File: src/rtl/fpu_arbiter.sv
// Round-robin two-requester front end for a shared combinational FPU.
// Ports: s0_*/s1_* commands in, rsp_* response out, fpu_* to/from the FPU, busy.
module fpu_arbiter #(
  parameter int DATA_W      = 32,
  parameter int OP_W        = 2,
  parameter int TAG_W       = 4,
  parameter int WAIT_CYCLES = 1
) (
  input  logic              clk,
  input  logic              rst_n,
  input  logic              s0_valid,
  output logic              s0_ready,
  input  logic [DATA_W-1:0] s0_a,
  input  logic [DATA_W-1:0] s0_b,
  input  logic [OP_W-1:0]   s0_op,
  input  logic [TAG_W-1:0]  s0_tag,
  input  logic              s1_valid,
  output logic              s1_ready,
  input  logic [DATA_W-1:0] s1_a,
  input  logic [DATA_W-1:0] s1_b,
  input  logic [OP_W-1:0]   s1_op,
  input  logic [TAG_W-1:0]  s1_tag,
  output logic              rsp_valid,
  input  logic              rsp_ready,
  output logic [DATA_W-1:0] rsp_result,
  output logic [6:0]        rsp_flags,
  output logic              rsp_src,
  output logic [TAG_W-1:0]  rsp_tag,
  output logic [DATA_W-1:0] fpu_a,
  output logic [DATA_W-1:0] fpu_b,
  output logic [OP_W-1:0]   fpu_op,
  input  logic [DATA_W-1:0] fpu_o,
  input  logic [6:0]        fpu_flags,
  output logic              busy
);

  localparam int CNT_W = (WAIT_CYCLES < 1) ? 1 : $clog2(WAIT_CYCLES + 1);
  localparam logic [OP_W-1:0] OP_NOP = '1;

  typedef enum logic [1:0] {
    IDLE,
    EXEC,
    RESP
  } state_e;

  state_e            state_q, state_d;
  logic              last_q, last_d;
  logic [CNT_W-1:0]  cnt_q, cnt_d;
  logic [DATA_W-1:0] a_q, a_d;
  logic [DATA_W-1:0] b_q, b_d;
  logic [OP_W-1:0]   op_q, op_d;
  logic              src_q, src_d;
  logic [TAG_W-1:0]  tag_q, tag_d;
  logic [DATA_W-1:0] res_q, res_d;
  logic [6:0]        flg_q, flg_d;

  logic g0, g1, acc0, acc1, is_nop;

  // Contention goes to whoever was not served last.
  assign g0 = s0_valid && (!s1_valid || last_q);
  assign g1 = s1_valid && (!s0_valid || !last_q);

  assign s0_ready = (state_q == IDLE) && g0;
  assign s1_ready = (state_q == IDLE) && g1;
  assign acc0     = s0_valid && s0_ready;
  assign acc1     = s1_valid && s1_ready;
  assign is_nop   = (op_q == OP_NOP);

  always_comb begin
    state_d = state_q;
    last_d  = last_q;
    cnt_d   = cnt_q;
    a_d     = a_q;
    b_d     = b_q;
    op_d    = op_q;
    src_d   = src_q;
    tag_d   = tag_q;
    res_d   = res_q;
    flg_d   = flg_q;
    case (state_q)
      IDLE: begin
        unique case (1'b1)
          acc0: begin
            a_d     = s0_a;
            b_d     = s0_b;
            op_d    = s0_op;
            tag_d   = s0_tag;
            src_d   = 1'b0;
            last_d  = 1'b0;
            cnt_d   = CNT_W'(WAIT_CYCLES);
            state_d = EXEC;
          end
          acc1: begin
            a_d     = s1_a;
            b_d     = s1_b;
            op_d    = s1_op;
            tag_d   = s1_tag;
            src_d   = 1'b1;
            last_d  = 1'b1;
            cnt_d   = CNT_W'(WAIT_CYCLES);
            state_d = EXEC;
          end
          default: ;
        endcase
      end
      EXEC: begin
        if (cnt_q == '0) begin
          // FPU leaves O stale on NOP, so report a clean zero.
          res_d   = is_nop ? '0 : fpu_o;
          flg_d   = fpu_flags | (is_nop ? 7'h40 : 7'h00);
          state_d = RESP;
        end else begin
          cnt_d = cnt_q - CNT_W'(1);
        end
      end
      RESP: begin
        if (rsp_ready) begin
          op_d    = OP_NOP;
          state_d = IDLE;
        end
      end
      default: state_d = IDLE;
    endcase
  end

  always_ff @(posedge clk or negedge rst_n) begin
    if (!rst_n) begin
      state_q <= IDLE;
      last_q  <= 1'b1;
      cnt_q   <= '0;
      a_q     <= '0;
      b_q     <= '0;
      op_q    <= OP_NOP;
      src_q   <= 1'b0;
      tag_q   <= '0;
      res_q   <= '0;
      flg_q   <= '0;
    end else begin
      state_q <= state_d;
      last_q  <= last_d;
      cnt_q   <= cnt_d;
      a_q     <= a_d;
      b_q     <= b_d;
      op_q    <= op_d;
      src_q   <= src_d;
      tag_q   <= tag_d;
      res_q   <= res_d;
      flg_q   <= flg_d;
    end
  end

  assign fpu_a      = a_q;
  assign fpu_b      = b_q;
  assign fpu_op     = op_q;
  assign rsp_valid  = (state_q == RESP);
  assign rsp_result = res_q;
  assign rsp_flags  = flg_q;
  assign rsp_src    = src_q;
  assign rsp_tag    = tag_q;
  assign busy       = (state_q != IDLE);

endmodule
File: config.mk
export PLATFORM = sky130hd
export DESIGN_NAME = fpu_arbiter
export DESIGN_NICKNAME = d
export VERILOG_FILES = /design/src/rtl/fpu_arbiter.sv
export SDC_FILE = /design/constraint.sdc
export NUM_CORES = 1
export LEC_CHECK = 0
export CAP_MARGIN = 20
export CORE_AREA = 2 2 127 160
export CTS_CLUSTER_SIZE = 20
export DETAILED_ROUTE_END_ITERATION = 8
export DIE_AREA = 0 0 129 162
export HOLD_SLACK_MARGIN = 0.08
export PLACE_DENSITY_LB_ADDON = 0.05
export SLEW_MARGIN = 15
export SYNTH_ARGS = -nofsm -noshare
export SYNTH_HDL_FRONTEND = slang
export SYNTH_SLANG_ARGS = --single-unit
File: constraint.sdc
create_clock -name clk -period 1.9 [get_ports clk]
set_input_delay 0.285 -clock clk [delete_from_list [all_inputs] [get_ports clk]]
set_output_delay 0.285 -clock clk [all_outputs]
set_load 0.01 [all_outputs]
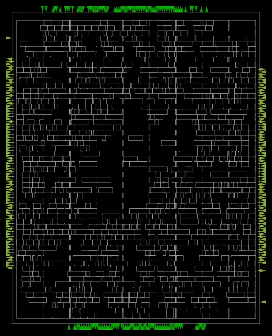
Run 1: cell outlines without signal wires
Seq area share: 30.7%
Flops: 114
Core Area: 0.0193 mm²
filler instances: 1865

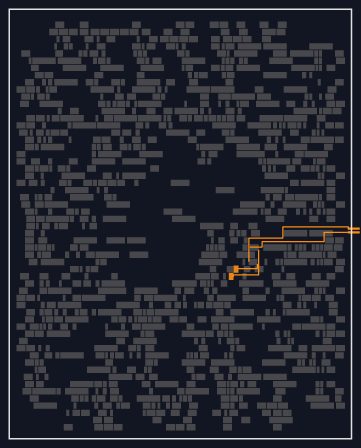
Run 1: wires at chosen ports, followed through buffers
| colour | port | bits | direction | edge | end cells | buffers | wire |
|---|---|---|---|---|---|---|---|
| orange | s0_op | 2 | input | right | 2 | 2 | 124 µm |

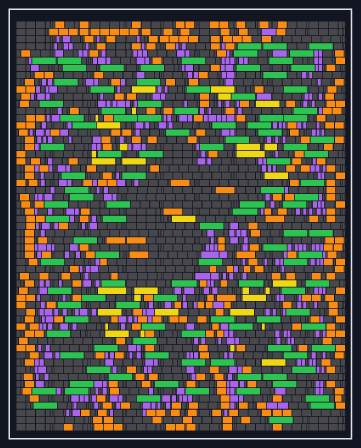
Run 1: cells coloured by class
Fill, decap, tap and diode cells in grey.
| colour | class | cells | share of their area |
|---|---|---|---|
| purple | remaining logic cells | 411 | 25% |
| green | registers | 114 | 32% |
| yellow | clock drivers and dummy loads | 32 | 6.4% |
| orange | remaining buffers and delay cells | 325 | 37% |
Final Cell Area: 0.00930 mm²
Final Util: 48.1%
Rows: 57

==> CHANGELOG.md, run 1 <==
## Implementation

- Critical Path End: s1_ready
- Setup Skew: 7.77 ps
- Reg2reg path depth: 4
- Max incr delay on CP: 390 ps
- Top cells by count: dfrtp_1 (111), o21ai_0 (105), inv_1 (73), nand2_1 (71), nand3_1 (68)
- Class of the tightest hold or removal check: input port to asynchronous set/reset pin
- WL final: 19600 µm
- Post-CTS setup buffers: 1
- Largest cells by area: dfrtp_1 (52%), o21ai_0 (9.9%), o311ai_0 (9.7%)
- Flop pwr share: a little under a third
- Layout non-clock buf frac: 35.4%
- Synthesized registers: between 100 and 150
- Largest net degree at the start of global routing: roughly 74
- Top Layout Cells: clkdlybuf4s50_1 (292), dfrtp_1 (110), o21ai_0 (105)
- Comb. pwr: between 6 and 7 mW
- Worst rel slew slack: 64.5%
- Detailed Routing Iterations Pass 1: 4
- Top-area cell share: between 50% and 60%
- Syn nets: 763
- Iteration-0 DRC Markers: approximately 230
- Most numerous logic cell after layout: clkdlybuf4s50_1
- Placed Cells: 1113
- Unrepaired setup endpoints after global routing: no
- Worst Max-Slew Pin Slew: 532 ps
- CTS Sinks: 114
- Crit path depth: 3
- Clock transition at path regs: 50 ps
- Status: completed
Run 1, the metal 2 layer:
Cells faint in the background.
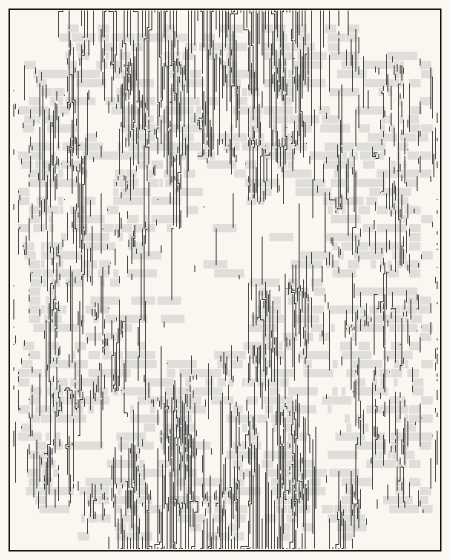

==> inputs of run 2 (changes only) <==
==> constraint.sdc (replaced) <==
create_clock -name clk -period 1.6 [get_ports clk]
set_input_delay 0.24 -clock clk [delete_from_list [all_inputs] [get_ports clk]]
set_output_delay 0.24 -clock clk [all_outputs]
set_load 0.01 [all_outputs]
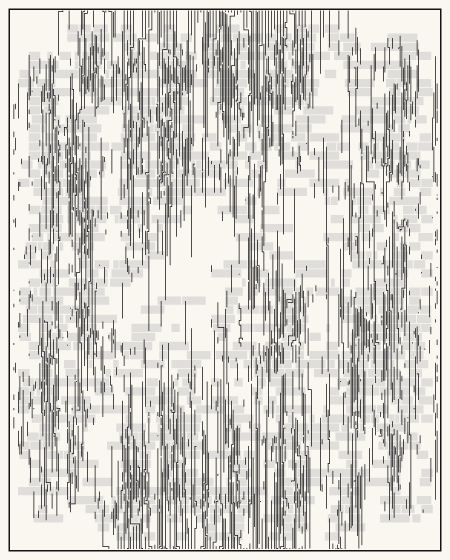
Run 2: the metal 2 layer
Cells faint in the background.
main direction: vertical
wire length on this layer: 12300 µm
longest straight run: 73.9 µm
share of all routed wire: 53%
nets with wire on the layer: 961

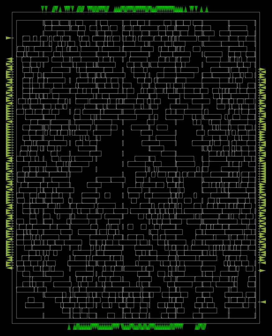
Run 2: cell outlines without signal wires
tap cells: 265
Seq area share: 25.7%
Finished Layout Cells: 1182

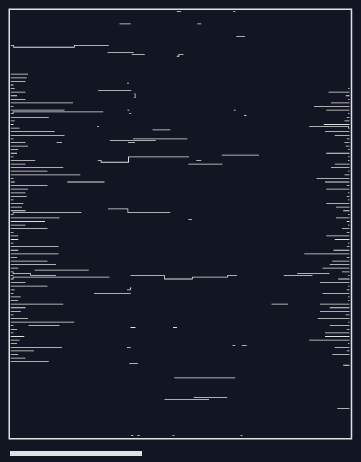
Run 2: metal 3
Bar = 50 µm.
share of all routed wire: 6.1%
longest straight run: 36.3 µm
Via Count: 5861
GR Layer Usage met3: 5.01%
WL final: 23300 µm

==> run 2 against run 1 <==
  * The run now ends with negative setup slack left
  * Critical path type unchanged
  * Highest routed layer unchanged
  * Synthesized cell count stayed put
  * Die size stayed put
  * Hold slack worse by 100 ps
  * Critical endpoint unchanged
  * Design area is 20% higher
  * Clock power is about 10% higher
  * Clock skew is 0.89 ps lower
  * Count of clock-buffer cells in the layout is 1 lower
  * First-iteration DRC count is 21% higher
  * Largest cell class unchanged
  * Critical path depth stayed put
  * Via count is 6.3% higher
  * Final cell count is 3.1% higher
  * Non-clock buffer count is 35 higher
==> CHANGELOG.md, run 2 <==
## Implementation

- Synthesized registers: 114 (unchanged)
- CTS Sinks: 114 (unchanged)
- Critical Path End: s1_ready (unchanged)
- Placed Cells: 1124 (was 1113)
- Crit path depth: 3 (unchanged)
- Rows: 57 (unchanged)
- Post-CTS setup buffers: 4 (was 1)
- Unrepaired setup endpoints after global routing: yes (was no)
- Clock transition at path regs: 50 ps (about the same)
- Flops: 114 (unchanged)
- Comb power frac: 57.7% (was 48.0%)
- Top Layout Cells: clkdlybuf4s50_1 (244), dfrtp_1 (109), inv_1 (71) (was clkdlybuf4s50_1 (292), dfrtp_1 (110), o21ai_0 (105))
- Detailed Routing Iterations Pass 1: 4 (unchanged)
- Worst Max-Slew Pin Slew: 383 ps (was 532 ps)
- Largest cells by area: dfrtp_1 (52%), o21ai_0 (9.9%), o311ai_0 (9.7%) (unchanged)
- Reg2reg path depth: 4 (unchanged)
- Status: finished with violations (was completed)
- Layout non-clock buf frac: 37.2% (was 35.4%)
- Final setup viols: 5 (was 0)
- Worst rel slew slack: 74.4% (was 64.5%)
- Final WS setup: -50.3 ps (was 71.6 ps)
- Filler instances: 1667 (was 1865)
- Core Area: 0.0193 mm² (unchanged)
- Largest net degree at the start of global routing: 55 (was 74)
- Top-area cell share: 52.3% (unchanged)
- Comb. pwr: 11.6 mW (was 6.76 mW)
- Failing checks: negative setup slack
- Setup Skew: 6.88 ps (was 7.77 ps)
- Final Cell Area: 0.0111 mm² (was 0.00930 mm²)
- Max incr delay on CP: 440 ps (was 390 ps)
No activity file was given, so power comes from the tool's default toggle rates.
